## src/rtl/issue_sched_pkg.sv

```systemverilog
// Shared constants, tag type and ready-field helper for the issue scheduler.
package issue_sched_pkg;

    localparam int OP_READY_LSB = 9;
    localparam int NUM_OPS      = 4;
    localparam int TAG_W        = 5;

    typedef logic [TAG_W-1:0] tag_t;

    // Takes the instruction bits up to and including the flag field.
    function automatic logic [NUM_OPS-1:0] ready_field(input logic [OP_READY_LSB+NUM_OPS-1:0] low);
        return NUM_OPS'(low >> OP_READY_LSB);
    endfunction

endpackage

```

## src/rtl/issue_sched_entry.sv

```systemverilog
// One reservation-station slot: holds instr + tags, loads from dispatch or the
// next-younger slot, and applies result-bus wakeup to whatever it stores.
module issue_sched_entry
    import issue_sched_pkg::*;
#(
    parameter int INST_WIDTH = 47,
    parameter int TAG_WIDTH  = 5
) (
    input  logic                           clk,
    input  logic                           rst,
    input  logic                           cdb_valid,
    input  logic [TAG_WIDTH-1:0]           cdb_tag,
    input  logic                           load_in,
    input  logic                           load_up,
    input  logic [INST_WIDTH-1:0]          in_instr,
    input  logic [NUM_OPS*TAG_WIDTH-1:0]   in_tags,
    input  logic [INST_WIDTH-1:0]          up_instr,
    input  logic [NUM_OPS*TAG_WIDTH-1:0]   up_tags,
    output logic [INST_WIDTH-1:0]          instr,
    output logic [NUM_OPS*TAG_WIDTH-1:0]   tags,
    output logic                           all_ready
);

    logic [INST_WIDTH-1:0]        instr_q, instr_d, src_instr;
    logic [NUM_OPS*TAG_WIDTH-1:0] tags_q, tags_d, src_tags;

    // Wakeup is applied after the source mux so bypass and shift-wakeup share it.
    always_comb begin
        src_instr = instr_q;
        src_tags  = tags_q;
        if (load_in) begin
            src_instr = in_instr;
            src_tags  = in_tags;
        end else if (load_up) begin
            src_instr = up_instr;
            src_tags  = up_tags;
        end
        instr_d = src_instr;
        tags_d  = src_tags;
        for (int k = 0; k < NUM_OPS; k++) begin
            if (cdb_valid && !src_instr[OP_READY_LSB+k] &&
                src_tags[k*TAG_WIDTH +: TAG_WIDTH] == cdb_tag) begin
                instr_d[OP_READY_LSB+k] = 1'b1;
            end
        end
    end

    always_ff @(posedge clk) begin
        if (rst) begin
            instr_q <= '0;
            tags_q  <= '0;
        end else begin
            instr_q <= instr_d;
            tags_q  <= tags_d;
        end
    end

    assign instr     = instr_q;
    assign tags      = tags_q;
    assign all_ready = &ready_field(instr_q[OP_READY_LSB+NUM_OPS-1:0]);

endmodule

```

## src/rtl/issue_sched.sv

```systemverilog
// Collapsing-queue reservation station: oldest-ready select and shift control.
// Optional ISSUE_SCHED_FLUSH_EN adds a flush input that empties the station.
module issue_sched
    import issue_sched_pkg::*;
#(
    parameter int INST_WIDTH = 47,
    parameter int TAG_WIDTH  = 5,
    parameter int DEPTH      = 4
) (
    input  logic                           clk,
    input  logic                           rst,
`ifdef ISSUE_SCHED_FLUSH_EN
    input  logic                           flush,
`endif
    input  logic                           in_valid,
    input  logic [INST_WIDTH-1:0]          in_instr,
    input  logic [NUM_OPS*TAG_WIDTH-1:0]   in_tags,
    output logic                           in_ready,
    input  logic                           cdb_valid,
    input  logic [TAG_WIDTH-1:0]           cdb_tag,
    output logic                           out_valid,
    output logic [INST_WIDTH-1:0]          out_instr,
    input  logic                           out_ready,
    output logic [$clog2(DEPTH+1)-1:0]     count
);

    localparam int CW = $clog2(DEPTH+1);
    localparam int SW = $clog2(DEPTH);

    logic                         flush_i;
    logic [CW-1:0]                count_q, count_d, tail;
    logic [INST_WIDTH-1:0]        e_instr  [DEPTH];
    logic [INST_WIDTH-1:0]        up_instr [DEPTH];
    logic [NUM_OPS*TAG_WIDTH-1:0] e_tags   [DEPTH];
    logic [NUM_OPS*TAG_WIDTH-1:0] up_tags  [DEPTH];
    logic [DEPTH-1:0]             e_ready, load_in, load_up;
    logic                         found, do_enq, do_issue;
    logic [SW-1:0]                sel;

`ifdef ISSUE_SCHED_FLUSH_EN
    assign flush_i = flush;
`else
    assign flush_i = 1'b0;
`endif

    always_comb begin
        found = 1'b0;
        sel   = '0;
        for (int i = DEPTH-1; i >= 0; i--) begin
            if (CW'(i) < count_q && e_ready[i]) begin
                found = 1'b1;
                sel   = SW'(i);
            end
        end
    end

    assign in_ready  = (count_q < CW'(DEPTH)) && !flush_i;
    assign out_valid = found && !flush_i;
    assign out_instr = out_valid ? e_instr[sel] : '0;
    assign count     = count_q;
    assign do_enq    = in_valid && in_ready;
    assign do_issue  = out_valid && out_ready;
    // With a same-cycle issue the new entry lands on the post-collapse tail.
    assign tail      = do_issue ? count_q - CW'(1) : count_q;

    always_comb begin
        load_in = '0;
        load_up = '0;
        for (int i = 0; i < DEPTH; i++) begin
            if (do_issue && SW'(i) >= sel && i < DEPTH-1) load_up[i] = 1'b1;
            if (do_enq && CW'(i) == tail)                 load_in[i] = 1'b1;
        end
    end

    always_comb begin
        if (flush_i) count_d = '0;
        else         count_d = count_q + CW'(do_enq) - CW'(do_issue);
    end

    always_ff @(posedge clk) begin
        if (rst) count_q <= '0;
        else     count_q <= count_d;
    end

    for (genvar g = 0; g < DEPTH; g++) begin : g_slot
        if (g == DEPTH-1) begin : g_last
            assign up_instr[g] = '0;
            assign up_tags[g]  = '0;
        end else begin : g_inner
            assign up_instr[g] = e_instr[g+1];
            assign up_tags[g]  = e_tags[g+1];
        end

        issue_sched_entry #(
            .INST_WIDTH (INST_WIDTH),
            .TAG_WIDTH  (TAG_WIDTH)
        ) u_entry (
            .clk       (clk),
            .rst       (rst),
            .cdb_valid (cdb_valid),
            .cdb_tag   (cdb_tag),
            .load_in   (load_in[g]),
            .load_up   (load_up[g]),
            .in_instr  (in_instr),
            .in_tags   (in_tags),
            .up_instr  (up_instr[g]),
            .up_tags   (up_tags[g]),
            .instr     (e_instr[g]),
            .tags      (e_tags[g]),
            .all_ready (e_ready[g])
        );
    end

endmodule
```

## config.mk

```make
export PLATFORM = sky130hd
export DESIGN_NAME = issue_sched
export DESIGN_NICKNAME = d
export VERILOG_FILES = /design/src/rtl/issue_sched_pkg.sv /design/src/rtl/issue_sched_entry.sv /design/src/rtl/issue_sched.sv
export SDC_FILE = /design/constraint.sdc
export NUM_CORES = 1
export LEC_CHECK = 0
export CORE_MARGIN = 5
export CORE_UTILIZATION = 40
export DETAILED_ROUTE_END_ITERATION = 8
export HOLD_SLACK_MARGIN = 0.12
export PLACE_DENSITY = 0.64
export SKIP_LAST_GASP = 1
export SYNTH_ARGS = -nofsm -noshare
export SYNTH_HDL_FRONTEND = slang
export SYNTH_HIERARCHICAL = 1
export SYNTH_SLANG_ARGS = --single-unit
```

## constraint.sdc

```tcl
create_clock -name clk -period 5.8 [get_ports clk]
set_input_delay 0.87 -clock clk [delete_from_list [all_inputs] [get_ports clk]]
set_output_delay 0.87 -clock clk [all_outputs]
set_load 0.01 [all_outputs]
```

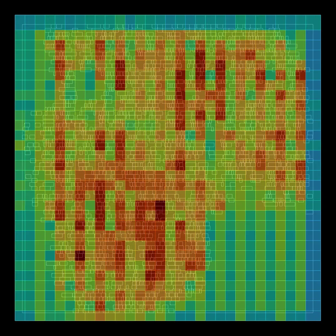
Fig. 1. Congestion heat map.
Post-Route Utilization: 0.475
routed len/inst: 19.6 um
GR Layer Usage met3: 0.0314

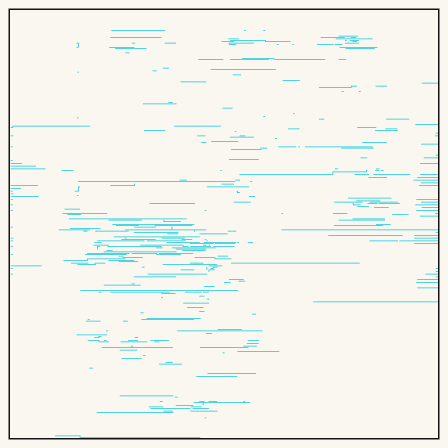
Fig. 2. Signal wires on met3.
nets with wire on the layer: 180
longest straight run: 77.3 um

==> reports/results.ini <==
[layout]
largest_class=multi-input combinational cells
buffer_area_frac=0.0817
inverters=33
fill_cells=3821
stdcell_area_sq_um=18900
n_all_buffers=159
logic_gate_count=1548
final-clk-cell-share=0.0518
clkbuf_count=44
flops=271
areaGrowthSynthToFinish_pct=17.5
largest_register_ffs=188
drive_gt1_frac=0.0844

[power]
vdd_ir_drop_max_mv=0.233
power.leakage_nw=7.60
comb_power_share=0.255
p_int_w=0.00376
p_per_area_nw_per_um2=295
clkPwrFrac=0.346
swShare=0.325

[clocking]
post_cts_buffers=0
cts-root-buf=clkbuf_16
cts_sinks=271
tritoncts=built
clock_latency_ns=0.59
cts_buffers=31
clk_pin_slew_worst_paths_ns=0.06

[placement]
io_buffers=128
pre_cts_slack_ns=1.27
gp_congestion=0.848
placedCellCount=2536
dp_hpwl_mm=31.4
place_area_sq_um=17900

[min_path]
hold_path_depth=2
hold_path_class=reg -> reg
hold_path_startpoint=g_slot[0].u_entry/tags[10]$_SDFF_PP0_

[run]
cap_violations=0
warnings=35

[timing]
max_freq_mhz=194
setup_viol=0
finalSetupTns_ns=0
setup_ws_ns=0.648
worst_hold_slack_ns=0.611
slew_headroom=0.212
drv_slew=0
tightest_slew_ns=1.18
hold_viol=0

[yosys]
topCellsByArea=dfxtp_1 34%, mux2i_1 17%, nor2_1 11%, a21oi_1 7.8%, o211ai_1 2.4%
yosys.area.top_type_share=0.338
adder_share=0.00592
edf_count=0
synth_area_sq_um=16100
ys_sh_xor=0.0229
yosysTopAreaCell=dfxtp_1
synthAoiAreaFrac=0.184
synthArstFlopShare=0
synth_warnings=6
synthSimpleGateAreaFrac=0.166
common_cells=457 x nor2_1, 271 x dfxtp_1, 271 x mux2i_1, 251 x a21oi_1, 66 x clkbuf_1

[routing]
first_iter_violations=1290
dr_wl_met2_mm=23.4
top_layer=met4
drc=0
ant_nets=0

[setup_path]
cp-start-kind=register
arrival_ns=4.28
r2r_slack_ns=1.43
endpoint_kind=primary output
r2r-end=g_slot[1].u_entry/instr[15]$_SDFFE_PP0P_

[outcome]
run_status=complete, no violations

[floorplan]
die_y_um=210
fp-utilization=0.404
core-area_sq_um=39700
pin_count=129
tap_cells=525

[grt]
grt_max_degree=160
first_global_vias=14100
grt_first_pass_wirelength_mm=78.5

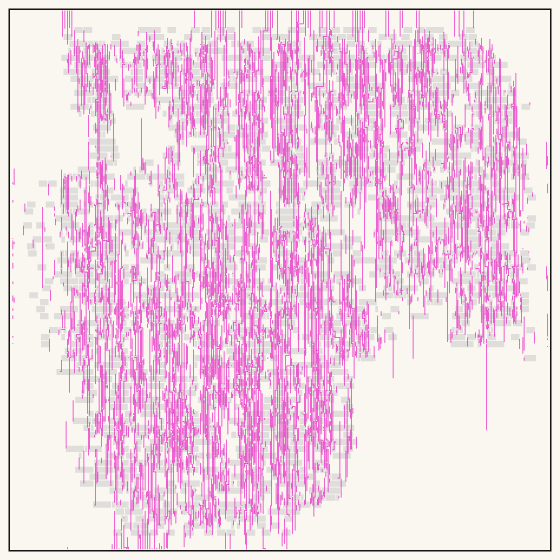
Fig. 3. Signal wires on met2.
longest straight run: 62.2 um
wire length on this layer: 23.4 mm
share of all routed wire: 46%
main direction: vertical
DR vias: 14500
Post-Route WL: 50.7 mm
met2 GRT Util: 0.357

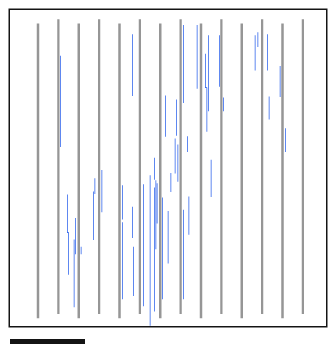
Fig. 4. The metal 4 layer.
Scale bar: 50 um. Supply wires on this layer in gray.
share of all routed wire: 2.9%
main direction: vertical
nets with wire on the layer: 30
wire length on this layer: 1450 um

[cell usage in the layout (no fill, tap or decap), drive strengths merged, types with 21 or more instances in the layout]
cell type | netlist | routed
nor2 | 457 | 457
mux2i | 287 | 287
dfxtp | 271 | 271
a21oi | 251 | 251
clkdlybuf4s50 | 0 | 127
conb | 1 | 71
mux2 | 56 | 56
o211ai | 52 | 52
o22ai | 47 | 47
clkbuf | 70 | 45
nand2 | 43 | 43
xnor2 | 36 | 36
a211o | 36 | 36
nor2b | 36 | 36
inv | 33 | 35
buf | 84 | 31
nand2b | 29 | 29
and2 | 21 | 21
[critical path: stages, from the launching register on]
cell             delay [ns]
dfxtp_1                0.42
inv_1                  0.17
ha_1                   0.31
nand2_1                0.14
a221oi_4               0.07
buf_4                  0.24
o21ai_4                0.54
buf_4                  0.70
mux2i_1                0.16
o22ai_1                0.31
clkdlybuf4s50_1        0.60
[how the worst max path moves through the flow]
stage                                   start                                       end  slack, ns  cells after the start
after floorplan           count[2]$_SDFF_PP0_  g_slot[1].u_entry/instr[21]$_SDFFE_PP0P_       2.65                     13
after global placement    count[1]$_SDFF_PP0_                             out_instr[24]       1.33                     10
after detailed placement  count[1]$_SDFF_PP0_                             out_instr[24]       1.27                     10
after CTS                 count[1]$_SDFF_PP0_                             out_instr[24]       0.65                     10
after global routing      count[1]$_SDFF_PP0_                             out_instr[24]       0.48                      9
final                     count[1]$_SDFF_PP0_                             out_instr[24]       0.65                     10
[power groups by stage]
stage / combinational (W) / sequential [W] / clock (W)
2_1_floorplan: 0.00104 / 0.00221 / 0
3_3_place_gp: 0.00136 / 0.00225 / 0
3_5_place_dp: 0.00139 / 0.00226 / 0
4_1_cts: 0.00140 / 0.00222 / 0.00197
5_1_grt: 0.00156 / 0.00225 / 0.00204
6_report: 0.00142 / 0.00222 / 0.00193
